flops_by_reg.png
Scale bar: 20 um. Other sequential cells in the stronger gray, the rest of the logic in the fainter gray.
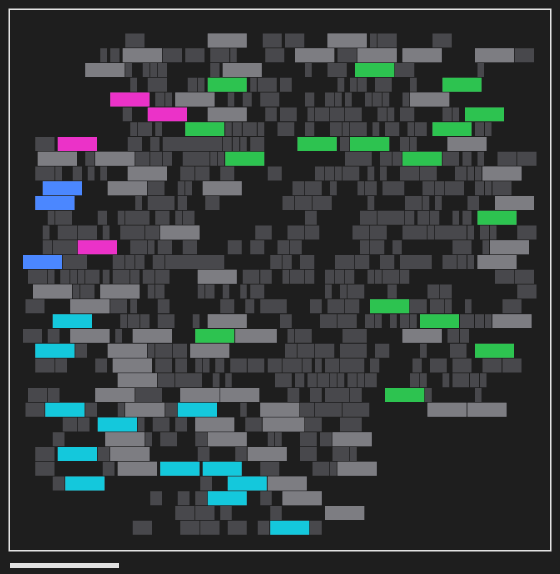
placement.png
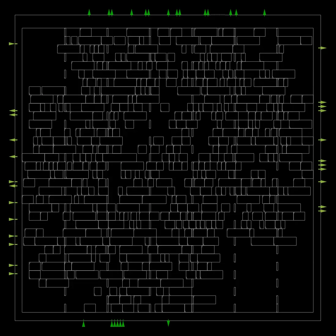
clk_routes.png
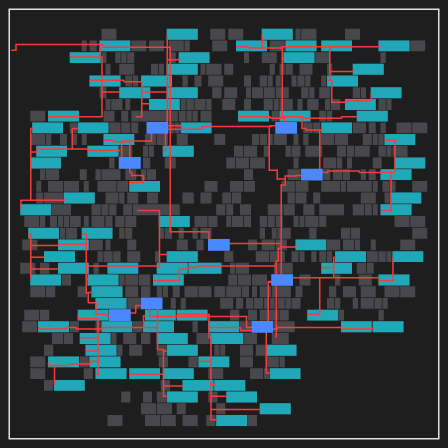
sizes.png
Scale bar: 20 um.
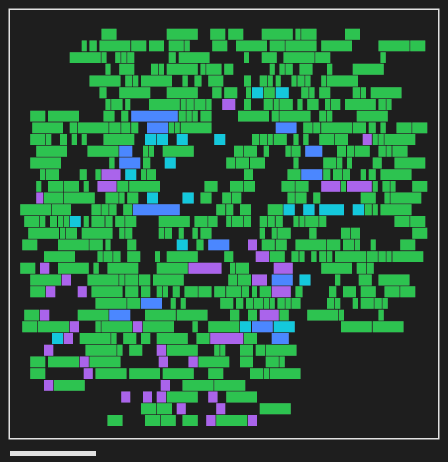
==> config.mk <==
export PLATFORM = sky130hd
export DESIGN_NAME = seg_scan_decoder
export DESIGN_NICKNAME = d
export VERILOG_FILES = /design/src/rtl/seg_pkg.sv /design/src/rtl/seg7_pattern_decode.sv /design/src/rtl/seg_scan_decoder.sv
export SDC_FILE = /design/constraint.sdc
export NUM_CORES = 1
export LEC_CHECK = 0
export CAP_MARGIN = 10
export CORE_MARGIN = 2
export CORE_UTILIZATION = 43
export CTS_CLUSTER_DIAMETER = 150
export DETAILED_ROUTE_END_ITERATION = 16
export GPL_ROUTABILITY_DRIVEN = 1
export MAX_ROUTING_LAYER = met4
export PLACE_DENSITY = 0.71
export SYNTH_ARGS = -nofsm -noshare
export SYNTH_HDL_FRONTEND = slang
export SYNTH_SLANG_ARGS = --single-unit
export TNS_END_PERCENT = 1
==> constraint.sdc <==
create_clock -name clk_100mhz -period 2.9 [get_ports clk_100mhz]
set_input_delay 0.725 -clock clk_100mhz [delete_from_list [all_inputs] [get_ports clk_100mhz]]
set_output_delay 0.725 -clock clk_100mhz [all_outputs]
set_load 0.02 [all_outputs]
==> run summary <==
Worst path most repeated cell = ha_1
core area = 8763 um^2
chip width = 99.47 um
Slew @ Worst Pin = 0.7063 ns
post-detailed-route count of antenna-violating nets = 0
tool warning count = 26
top_reg_cell synth = dfxtp_1
Synth top cell by count = dfxtp_1
non-clk buf share = 11.75%
Synth Warn # = 0
WP data arrival = 2.89 ns
met2 global-route usage = 31.03%
met3 WL post-DR = 498 um
critical path buffer and inverter count = 0
logic share of the area = 40.79%
nonclk inv count = 14
clock network area share = 4.897%
vias = 3337
Slew Limit Fails = 0
crit share post-route = 91.42%
overall global routing resource usage = 20.09%
busiest grt layer = met2
syn nets = 467
Chip Height = 99.47 um
postcts setup bufs = 0
Largest stage delay, worst path = 0.76 ns
number of antenna diodes = 0
worst path cell trace = ha_1 -> ha_1 -> nand2_1 -> or4_1 -> a21oi_1 -> o32ai_1 -> nor3_1 -> nor4bb_1 -> a31oi_1
Synth top cells by count = 91 x dfxtp_1, 53 x nor2_1, 48 x nand2_1
root buffer cell = clkbuf_8
Worst Reg2Reg Path Length in Cells = 9
post-synthesis sequential area ratio = 46.49%
GR Util met3 = 3.795%
kind of critical path = reg -> reg
top cells by area = dfxtp_1 46%, nor2_1 5.1%, nand2_1 4.6%, or2_2 3.8%, o21ai_0 3.7%
first-pass GRT wire length = 15350 um
CTS tree = yes
DP Wirelength = 6627 um
Init Core Util = 44.72%
largest class = logic gates
routability cong. = 0.8901
critical path launch point type = register
Syn Area/Cell = 8.689 um^2
antenna violations before repair = 0
drt total wl = 9286 um
CTS buffer count = 9
layout cells sized above 1 = 14.57%
Leak Pwr = 0.001718 uW
slowest CP cell = or4_1
Stages on worst setup path = 9
number of enable flip-flop cells = 0
Total Power = 2354 uW
# DRC = 0
CTS Buffer Depth = 2
setup TNS = 0 ns
MI comb area = 1928 um^2
r2r setup slk = 0.25 ns
initial DRC count = 229
Top delay family on crit path = simple AND/OR/NAND/NOR gates
CTS sink cnt = 91
Min Clock Period, post-route = 2.651 ns
Pre-antenna DRT Iters = 5
max cap viols = 0
CTS Hold Bufs = 0
area leader, netlist = dfxtp_1
CTS clk-pin slew, worst paths = 0.09 ns
Post-Syn Area = 3919 um^2
status = finished clean
Global Route met1 Usage = 26.90%
# setup viols final = 0
Die ar. = 9893 um^2
count of input and output buffers = 44
total power divided by cell area = 497.9 nW/um^2
hold path depth = 1
max layer used = met4
Post-synth ARST share = 0%
Yosys chip area = 3919 um^2
Netlist cell types = 63
Worst setup EP type = register
Combinational Gates = 320
Peak supply drop = 0.0002892 V
FILL cells = 794
DR WL/cell = 15.25 um
unrepaired setup endpoints after global routing = false
M1 WL = 4422 um
largest fanout on the critical path = 10
Setup Skew = 0.01128 ns
num rows = 34
ys flops = 91
Synth Instances = 451
Fmax = 377.2 MHz
Overflow after GRT = 0
Setup WS pre-CTS = 0.1985 ns
H-tree depth = 3
cell count listed in synth_stat.txt = 451
I/O pins = 45
Area leader share = 46.49%
CP required = 3.14 ns
FFs & Latches = 91
Nets = 512
CTS resizes = 0
clk_buf instances = 9
largest net degree at the start of global routing = 46
Final Hold Viols = 0
drt via density = 5.479
relative slew slack = 52.29%
max reg flops = 16
number of global-route vias before repair = 3108
Hold Crit Class = reg -> reg
met2 wire len = 4223 um
## Picture notes: flops_by_reg.png
legend:
  cyan:
    netlist_name: sync1_q
    flops: 12
  green:
    netlist_name: snapshot_q
    flops: 16
  magenta:
    netlist_name: dp_mask
    flops: 4
    where: north-west
  blue:
    netlist_name: stable_cnt_q
    flops: 3
not colored: 56
Seq. cell area: 1824 um^2
Seq group: 1290 uW
Core Util, Final: 53.94%

## Picture notes: placement.png
Seq/total area: 38.59%
Well Taps: 108

## Picture notes: clk_routes.png
legend:
  red:
    item: clock wires
    length: 1050 um
  blue:
    item: clock drivers
    count: 9
  cyan:
    item: flip-flops
    count: 91
routed clock nets: 10
later-pin clock latency in the skew report: 0.36 ns
Clk pwr share: 41.6%

## Picture notes: sizes.png
legend:
  cyan:
    size: _3 and _4 cells
    cells: 20
    share: 4.0%
    most_used: buf_4
  green:
    size: _0 and _1 cells
    cells: 428
    share: 85%
    most_used: dfxtp_1
  purple:
    size: _2 cells
    cells: 39
    share: 7.8%
    most_used: or2_2
  blue:
    size: _6 and larger
    cells: 14
    share: 2.8%
    most_used: clkbuf_8
area delta synth->final: 20.63%
number of signal-net buffers in the layout: 60
PnR worst setup slack: 0.2489 ns
fin area: 4727 um^2

-- metrics by stage --
| step | std cells | cell area (um^2) | hold slack [ns] |
|---|---|---|---|
| finish | 609 | 4727 | 0.4143 |
| global route | 609 | 4727 | 0.4238 |
| CTS | 609 | 4711 | 0.4152 |
| detailed placement | 593 | 4479 | 0.3923 |
| global placement | 593 | 4479 | 0.3905 |
| floorplan | 451 | 3919 | 0.3895 |
-- placed cells by master (no fill, tap or decap), drive strengths merged, types with 3 or more instances in the layout --
master | synthesis | final
a2111oi | 3 | 3
a21oi | 27 | 27
a22oi | 7 | 7
a31oi | 3 | 3
buf | 10 | 17
clkbuf | 16 | 9
clkdlybuf4s50 | 0 | 43
dfxtp | 91 | 91
inv | 14 | 17
mux2i | 6 | 6
nand2 | 48 | 48
nand2b | 11 | 11
nand3b | 3 | 3
nand4 | 6 | 6
nor2 | 55 | 55
nor2b | 4 | 4
nor3 | 6 | 6
nor4 | 6 | 6
nor4b | 3 | 3
o211ai | 3 | 3
o21a | 3 | 3
o21ai | 33 | 33
o22ai | 8 | 8
or2 | 25 | 25
or4 | 4 | 4
xnor2 | 8 | 8
xor2 | 13 | 13
-- cells by family after synthesis --
group | count (synthesis) | synth area share (%)
DFF | 91 | 46.49
AOI/OAI and AO/OA | 108 | 17.91
muxes | 6 | 1.533
adders and majority gates | 2 | 0.6385
and+or+nand+nor | 183 | 24.07
buffers and inverters | 40 | 4.661
xor gates and xnor gates | 21 | 4.694
-- worst register-to-register path: cells and delay by family, from the launching register on --
family                     cells  cell delay (ns)
DFF                            1             0.36
and+or+nand+nor                4             1.35
AOI/OAI and AO/OA              3             0.53
adders and majority gates      2             0.30
-- where the power goes --
part	internal (uW)	switching (uW)
registers	1270	18.2
logic	43.8	42.1
clock network	502	478
Power and IR drop assume default switching activity.
